[src/rtl/pipe_add_pkg.sv]
// Shared constants and configuration check for the pipelined carry adder.
package pipe_add_pkg;

  localparam int PIPE_ADD_WIDTH_DEF  = 16;
  localparam int PIPE_ADD_STAGES_DEF = 4;

  function automatic bit pipe_add_cfg_ok(input int width, input int stages);
    return (stages >= 1) && (stages <= width) && ((width % stages) == 0);
  endfunction

endpackage

[src/rtl/pipe_add_stage.sv]
// One pipeline slice: CHUNK-bit ripple of full adders feeding this slice's register bank.
module pipe_add_stage
  import pipe_add_pkg::*;
#(
  parameter int WIDTH = PIPE_ADD_WIDTH_DEF,
  parameter int CHUNK = 4,
  parameter int IDX   = 0
) (
  input  logic             clk,
  input  logic             rst_n,
  input  logic             en,
  input  logic             valid_in,
  input  logic             carry_in,
  input  logic [WIDTH-1:0] sum_in,
  input  logic [WIDTH-1:0] a_in,
  input  logic [WIDTH-1:0] b_in,
  output logic             valid_out,
  output logic             carry_out,
  output logic             ovf_next,
  output logic [WIDTH-1:0] sum_out,
  output logic [WIDTH-1:0] a_out,
  output logic [WIDTH-1:0] b_out
);

  localparam int LO = IDX * CHUNK;
  localparam int HI = LO + CHUNK;
  // Operand bits still waiting to be added by later slices.
  localparam logic [WIDTH-1:0] UPPER_MASK = {WIDTH{1'b1}} << HI;

  logic [CHUNK:0]   c;
  logic [CHUNK-1:0] s;
  logic [WIDTH-1:0] sum_next;

  logic             valid_reg;
  logic             carry_reg;
  logic [WIDTH-1:0] sum_reg;
  logic [WIDTH-1:0] a_reg;
  logic [WIDTH-1:0] b_reg;

  assign c[0] = carry_in;

  for (genvar gi = 0; gi < CHUNK; gi++) begin : g_fa
    assign s[gi]   = a_in[LO+gi] ^ b_in[LO+gi] ^ c[gi];
    assign c[gi+1] = (a_in[LO+gi] & b_in[LO+gi]) | (c[gi] & (a_in[LO+gi] ^ b_in[LO+gi]));
  end

  // Only meaningful in the top slice, where c[CHUNK-1] is the carry into the MSB.
  assign ovf_next = c[CHUNK] ^ c[CHUNK-1];

  always_comb begin
    sum_next            = sum_in;
    sum_next[LO +: CHUNK] = s;
  end

  // Data is captured only with a live beat so idle cycles leave the outputs untouched.
  always_ff @(posedge clk or negedge rst_n) begin
    if (!rst_n) begin
      valid_reg <= 1'b0;
      carry_reg <= 1'b0;
      sum_reg   <= '0;
      a_reg     <= '0;
      b_reg     <= '0;
    end else if (en) begin
      valid_reg <= valid_in;
      if (valid_in) begin
        carry_reg <= c[CHUNK];
        sum_reg   <= sum_next;
        a_reg     <= a_in & UPPER_MASK;
        b_reg     <= b_in & UPPER_MASK;
      end
    end
  end

  assign valid_out = valid_reg;
  assign carry_out = carry_reg;
  assign sum_out   = sum_reg;
  assign a_out     = a_reg;
  assign b_out     = b_reg;

endmodule

[src/rtl/pipelined_carry_adder.sv]
// WIDTH-bit adder split into STAGES registered carry slices with global-stall valid/ready.
// Define PIPE_ADD_OVF_EN to add the registered signed-overflow output ovf.
module pipelined_carry_adder
  import pipe_add_pkg::*;
#(
  parameter int WIDTH  = PIPE_ADD_WIDTH_DEF,
  parameter int STAGES = PIPE_ADD_STAGES_DEF
) (
  input  logic             clk,
  input  logic             rst_n,
  input  logic             in_valid,
  output logic             in_ready,
  input  logic [WIDTH-1:0] a,
  input  logic [WIDTH-1:0] b,
  input  logic             cin,
  output logic             out_valid,
  input  logic             out_ready,
  output logic [WIDTH-1:0] sum,
  output logic             cout
`ifdef PIPE_ADD_OVF_EN
  ,
  output logic             ovf
`endif
);

  localparam int CHUNK = WIDTH / STAGES;

  if (!pipe_add_cfg_ok(WIDTH, STAGES)) begin : g_bad_cfg
    $error("pipelined_carry_adder: STAGES must be 1..WIDTH and divide WIDTH");
  end

  logic                en;
  logic                in_xfer;
  logic [STAGES-1:0]   valid_s;
  logic [STAGES-1:0]   carry_s;
  logic [STAGES-1:0]   vin_s;
  logic [STAGES-1:0]   ovf_nxt;
  logic [WIDTH-1:0]    sum_s [STAGES];
  logic [WIDTH-1:0]    a_s   [STAGES];
  logic [WIDTH-1:0]    b_s   [STAGES];

  // Stall only when a finished result is being refused; empty slots never collapse.
  assign en       = !(out_valid && !out_ready);
  assign in_ready = en;
  assign in_xfer  = in_valid && in_ready;

  for (genvar gi = 0; gi < STAGES; gi++) begin : g_stage
    logic             carry_i;
    logic [WIDTH-1:0] sum_i;
    logic [WIDTH-1:0] a_i;
    logic [WIDTH-1:0] b_i;

    if (gi == 0) begin : g_first
      assign vin_s[gi] = in_xfer;
      assign carry_i   = cin;
      assign sum_i     = '0;
      assign a_i       = a;
      assign b_i       = b;
    end else begin : g_chain
      assign vin_s[gi] = valid_s[gi-1];
      assign carry_i   = carry_s[gi-1];
      assign sum_i     = sum_s[gi-1];
      assign a_i       = a_s[gi-1];
      assign b_i       = b_s[gi-1];
    end

    pipe_add_stage #(
      .WIDTH (WIDTH),
      .CHUNK (CHUNK),
      .IDX   (gi)
    ) u_stage (
      .clk       (clk),
      .rst_n     (rst_n),
      .en        (en),
      .valid_in  (vin_s[gi]),
      .carry_in  (carry_i),
      .sum_in    (sum_i),
      .a_in      (a_i),
      .b_in      (b_i),
      .valid_out (valid_s[gi]),
      .carry_out (carry_s[gi]),
      .ovf_next  (ovf_nxt[gi]),
      .sum_out   (sum_s[gi]),
      .a_out     (a_s[gi]),
      .b_out     (b_s[gi])
    );
  end

  assign out_valid = valid_s[STAGES-1];
  assign sum       = sum_s[STAGES-1];
  assign cout      = carry_s[STAGES-1];

  // The last slice has no operands left to forward.
  logic unused_tail;
  assign unused_tail = ^{a_s[STAGES-1], b_s[STAGES-1], ovf_nxt};

`ifdef PIPE_ADD_OVF_EN
  logic ovf_reg;

  always_ff @(posedge clk or negedge rst_n) begin
    if (!rst_n) begin
      ovf_reg <= 1'b0;
    end else if (en && vin_s[STAGES-1]) begin
      ovf_reg <= ovf_nxt[STAGES-1];
    end
  end

  assign ovf = ovf_reg;
`endif

endmodule

[config.mk]
export PLATFORM = sky130hd
export DESIGN_NAME = pipelined_carry_adder
export DESIGN_NICKNAME = d
export VERILOG_FILES = /design/src/rtl/pipe_add_pkg.sv /design/src/rtl/pipe_add_stage.sv /design/src/rtl/pipelined_carry_adder.sv
export SDC_FILE = /design/constraint.sdc
export NUM_CORES = 1
export LEC_CHECK = 0
export CAP_MARGIN = 25
export CORE_ASPECT_RATIO = 0.8
export CORE_MARGIN = 2
export CORE_UTILIZATION = 35
export DETAILED_ROUTE_END_ITERATION = 12
export HOLD_SLACK_MARGIN = 0.1
export PLACE_DENSITY_LB_ADDON = 0.05
export SLEW_MARGIN = 5
export SYNTH_ARGS = -nofsm -noshare
export SYNTH_HDL_FRONTEND = slang
export SYNTH_SLANG_ARGS = --single-unit
[constraint.sdc]
create_clock -name clk -period 2.5 [get_ports clk]
set_clock_uncertainty 0.15 [all_clocks]
set_input_delay 0.25 -clock clk [delete_from_list [all_inputs] [get_ports clk]]
set_output_delay 0.25 -clock clk [all_outputs]
set_load 0.01 [all_outputs]
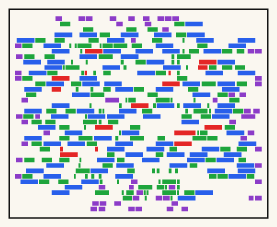
run_1/class_map.png
Drawn at 2 px/micron.
| class | color | cells |
|---|---|---|
| remaining logic cells | green | 162 |
| remaining buffers and delay cells | purple | 62 |
| registers | blue | 96 |
| clock drivers and dummy loads | red | 16 |
Final Instance Area: 5330 sq um
flop share of the area: 45.0%
final core area utilization: 44.0%
core footprint: 12100 sq um

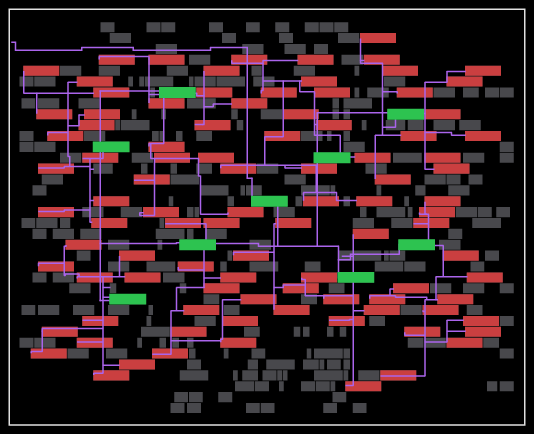
run_1/clock_wires.png
Drawn at 4 px/micron.
[clock-net drivers] green | count: 9
[flip-flops] red | count: 96
[clock wires] purple | length: 1280 microns
flops lie: spread over the die
routed clock nets: 10

==> flow_metrics.py, run 1 <==
# Flow results
metrics = {
    "outcome": {
        "status": "completed",
    },
    "critical_path": {
        "path_cells": "fa_1, inv_1, fa_1, inv_1, fa_1, inv_1, fa_1, o21ai_1",
        "crit_path_start_kind": "flop",
        "worst_path_largest_cell_delay_ns": 0.41,
        "worstPathMaxFanout": 2,
        "worstSetupEndpointType": "flop",
        "r2r_slack_ns": 0.18,
        "cp_common_cell": "fa_1",
        "crit_slowest_cell": "fa_1",
        "r2r_cells": 8,
        "critPathCapture": "g_stage[1].u_stage.sum_out[7]",
        "cp.arrival_ns": 2.44,
    },
    "clocking": {
        "postCtsSetupBuffers": 0,
        "clock-sinks": 96,
        "root_buffer": "clkbuf_16",
        "cts_tree": "done",
        "path_clk_slew_ns": 0.07,
        "hold_buffers": 1,
        "cts_max_level": 3,
        "cts_resized": 0,
    },
    "final_timing": {
        "hold_viol": 0,
        "max_slew_margin_pct": 68.5,
        "min_period_over_period_pct": 92.9,
        "finalSetupViolations": 0,
        "rsz0062_at_grt": "no",
        "fmax_mhz": 431,
        "layout_setup_ws_ns": 0.178,
        "slew_violations": 0,
    },
    "synthesis": {
        "ys_warn_count": 0,
        "synth-seq-cells": 96,
        "syn_area_sq_um": 4340,
        "netlist_top_cells_area": "dfrtp_1 55%, mux2_4 22%, fa_1 7.4%",
        "synth_top_area_share_pct": 55.4,
        "syn-num-nets": 320,
        "synth_cell_types": 15,
        "synth_cells": 267,
        "syn_avg_cell_area_sq_um": 16.2,
        "synth-area-yosys_sq_um": 4340,
        "postSynthSeqShare_pct": 55.4,
    },
    "global_route": {
        "antenna_found_initial": 0,
        "grt_max_degree": 47,
    },
    "power": {
        "peakVddDrop_v": 0.000379,
        "p_per_area_nw_per_um2": 1240,
        "p_leak_nw": 2.53,
    },
    "floorplanning": {
        "initCoreUtil_pct": 35.8,
        "die-area_sq_um": 13300,
        "ios": 56,
        "fp-row-count": 36,
        "chipWidth_microns": 128,
    },
    "final_layout": {
        "largest_reg_flops": 40,
        "layout_top_cells": "96 x dfrtp_1, 65 x mux2_4, 54 x clkdlybuf4s50_1, 32 x inv_1, 26 x o21ai_0",
        "syn_to_final_growth_pct": 22.9,
        "drive_above_1_share_pct": 31.8,
        "nNetsFinal": 384,
        "num_antenna_cells": 0,
    },
    "place": {
        "dp_hpwl_microns": 4940,
        "io_buffers": 55,
        "placed_area_sq_um": 5020,
        "gp_congestion": 0.682,
        "pre_cts_ws_ns": -0.153,
    },
    "job": {
        "tool_warnings": 26,
        "maxCapViolCount": 0,
    },
    "hold_path": {
        "holdCritPathClass": "in -> async",
    },
    "routing": {
        "via_per_inst": 4.49,
        "wire_per_inst_microns": 15.5,
        "wirelength_microns": 7550,
        "drtPass1Iterations": 4,
    },
}
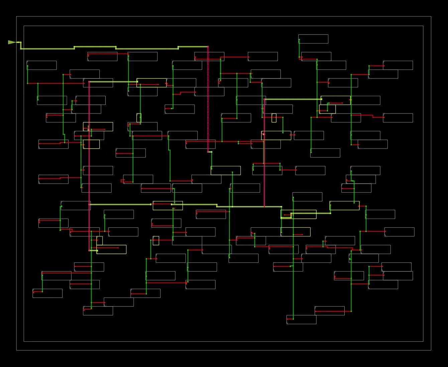
run_1/clock_nets.png
CTS buffer count: 9
clk_lat worst skew: 0.34 ns
clock buf count: 13
registers: 96
Power Clock: 1.39 mW

run 1: Yosys cell counts (all sizes together):
cell / count
inv: 33
mux2: 80
nand2: 5
o21ai: 27
buf: 8
clkbuf: 1
dfrtp: 96
nor2b: 1
fa: 16
run 1: worst max-delay path: cells and delay by family (launching register included):
family	cells	cell delay, ns
AOI/OAI and AO/OA	1	0.14
buffers and inverters	3	0.21
DFF	1	0.40
adders and majority gates	4	1.34
run 1: metrics by stage:
step	hold slack, ns	instances	total power, mW	utilization (%)
2_1_floorplan	-0.196	267	4.54	-
5_1_grt	0.293	488	7.15	44.0
6_report	0.255	488	6.63	44.0
3_5_place_dp	0.0912	471	5.32	41.4
3_3_place_gp	0.0915	471	5.28	41.4
4_1_cts	0.266	488	6.76	44.0
run 1: cell type report:
class,count,area (sq um),area share [%]
Multi-Input combinational cell,129,1680,31.5
Inverter,33,131,2.46
Timing Repair Buffer,62,628,11.8
Clock inverter,3,40.0,0.751
Clock buffer,13,260,4.88
Sequential cell,96,2400,45.0
Tap cell,152,190,3.57
run 1: per-layer routing:
metal  GRT usage [%]  part of all wire (%)  vias up
li1                -                     -     1019
met1            18.1                    50     1124
met2            18.8                    44       40
met3            4.13                   4.1        9
met4            4.47                   1.6        0
met5               0                     0        -
run 1: cell families (layout without fill, tap and decap cells):
group | after synthesis | in the layout | share of synthesized area [%]
compound gates | 27 | 27 | 3.12
fa+ha+maj | 16 | 16 | 7.38
buf+inv | 42 | 111 | 5.88
flops | 96 | 96 | 55.4
mux | 80 | 80 | 26.4
simple gates | 6 | 6 | 1.85
run 1: where the power goes:
part           switching, mW  leakage [nW]  internal (mW)
Combinational          0.970          1.24           1.59
Clock                  0.565         0.150          0.828
Sequential             0.424          1.14           2.26
Total                   1.96          2.53           4.67
--- run 2 (diff from run 1) ---
--- a/config.mk
+++ b/config.mk
@@ -10,6 +10,7 @@
 export CORE_MARGIN = 2
 export CORE_UTILIZATION = 35
 export DETAILED_ROUTE_END_ITERATION = 12
+export DONT_BUFFER_PORTS = 1
 export HOLD_SLACK_MARGIN = 0.1
 export PLACE_DENSITY_LB_ADDON = 0.05
 export SLEW_MARGIN = 5
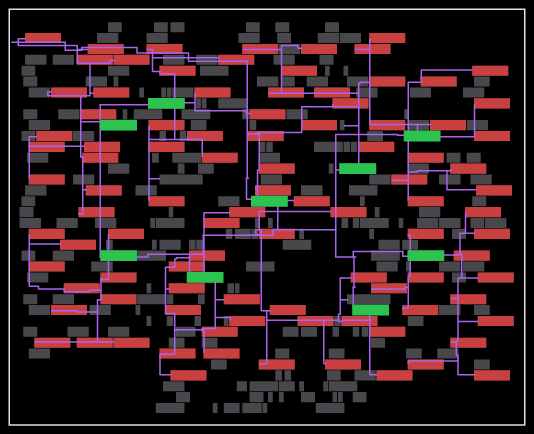
run_2/clock_wires.png
Drawn at 4 px/micron.
[flip-flops] red | count: 96
[clock wires] purple | length: 1300 microns
[clock-net drivers] green | count: 9
routed clock nets: 10
clock group share of total power: 23.0%
Power Clock: 1.46 mW

==> run 2 against run 1 <==
Effect of this change: the run now ends with hold timing left; core utilization shrank 2.4 points; power shrank 4.1%; non-clock buffer count shrank 30; register-to-register slack is essentially flat.
==> flow_metrics.py, run 2 <==
# Flow results
metrics = {
    "outcome": {
        "status": "complete, but fails checks",
        "violations": "hold timing",
    },
    "job": {
        "tool_warnings": 28,
    },
    "synthesis": {
        "common_cells": "96 x dfrtp_1, 65 x mux2_4, 32 x inv_1, 27 x o21ai_0, 16 x fa_1",
        "syn_avg_cell_area_sq_um": 16.2,
        "ff_type": "dfrtp_1",
        "postSynthSeqShare_pct": 55.4,
        "synth-seq-cells": 96,
        "edf_count": 0,
    },
    "final_layout": {
        "seqCellArea_sq_um": 2400,
        "combAreaFraction_pct": 33.4,
        "stdcell_area_sq_um": 5040,
        "nFlopsAndLatches": 96,
        "nClkBuffers": 13,
        "layout_top_cells": "96 x dfrtp_1, 65 x mux2_4, 32 x inv_1, 31 x dlygate4sd3_1, 26 x o21ai_0",
        "final_cells": 458,
        "fin_util_pct": 41.6,
        "largestClassByArea": "sequential cells",
        "num_antenna_cells": 0,
    },
    "critical_path": {
        "cp.arrival_ns": 2.50,
        "r2r_cells": 8,
    },
    "final_timing": {
        "hold_viol": 96,
        "holdWs_ns": -0.545,
        "fmax_mhz": 421,
    },
    "clocking": {
        "clk_latency_ns": 0.34,
        "cts_buffers": 9,
        "hold_buffers": 31,
        "root_buffer": "clkbuf_16",
    },
    "routing": {
        "wire_per_inst_microns": 16.4,
        "wirelength_microns": 7520,
    },
    "floorplanning": {
        "nWellTaps": 152,
        "die-area_sq_um": 13300,
        "chipWidth_microns": 128,
    },
    "global_route": {
        "grt_max_degree": 97,
    },
    "place": {
        "placedCellCount": 411,
    },
    "power": {
        "combPwrFrac_pct": 33.2,
    },
}
run 2: cell counts after synthesis:
Identical to the previous run, type by type.
run 2: routing by layer:
| metal | up-vias | share of wire, % | GRT usage (%) |
|---|---|---|---|
| met5 | - | 0 | 0 |
| met4 | 0 | 1.5 | 4.00 |
| met3 | 13 | 4.7 | 4.91 |
| met2 | 36 | 45 | 18.0 |
| met1 | 1056 | 49 | 17.9 |
| li1 | 956 | - | - |
run 2: power groups by stage:
| stage | sequential, mW | clock (mW) | combinational [mW] |
|---|---|---|---|
| after floorplan | 2.66 | 0 | 1.87 |
| after global placement | 2.82 | 0 | 2.09 |
| after detailed placement | 2.83 | 0 | 2.11 |
| after CTS | 2.81 | 1.53 | 2.17 |
| after global routing | 2.90 | 1.58 | 2.38 |
| final | 2.78 | 1.46 | 2.11 |
run 2: what timing repair did:
item	4_1_cts	5_1_grt
resized	0	1
endpoints found under the setup margin	0	1
endpoints found under the hold margin	129	96
run 2: worst max path at each step:
stage / to / slack [ns] / startpoint / cells after the start
floorplan: g_stage[1].u_stage.sum_out[7] / 0.29 / g_stage[0].u_stage.a_out[4] / 8
global placement: g_stage[1].u_stage.sum_out[7] / 0.22 / g_stage[0].u_stage.a_out[4] / 8
detailed placement: g_stage[2].u_stage.sum_out[11] / 0.16 / g_stage[1].u_stage.a_out[8] / 8
CTS: g_stage[0].u_stage.sum_out[3] / 0.1 / a[0] / 9
global route: g_stage[0].u_stage.sum_out[3] / 0.02 / a[0] / 9
finish: g_stage[0].u_stage.sum_out[3] / 0.13 / a[0] / 9
run 2: worst max-delay path: cells and delay by family:
family                     cells  cell delay, ns
buffers and inverters          4            0.77
AOI/OAI and AO/OA              1            0.13
adders and majority gates      4            1.34
Power and IR drop assume default switching activity.
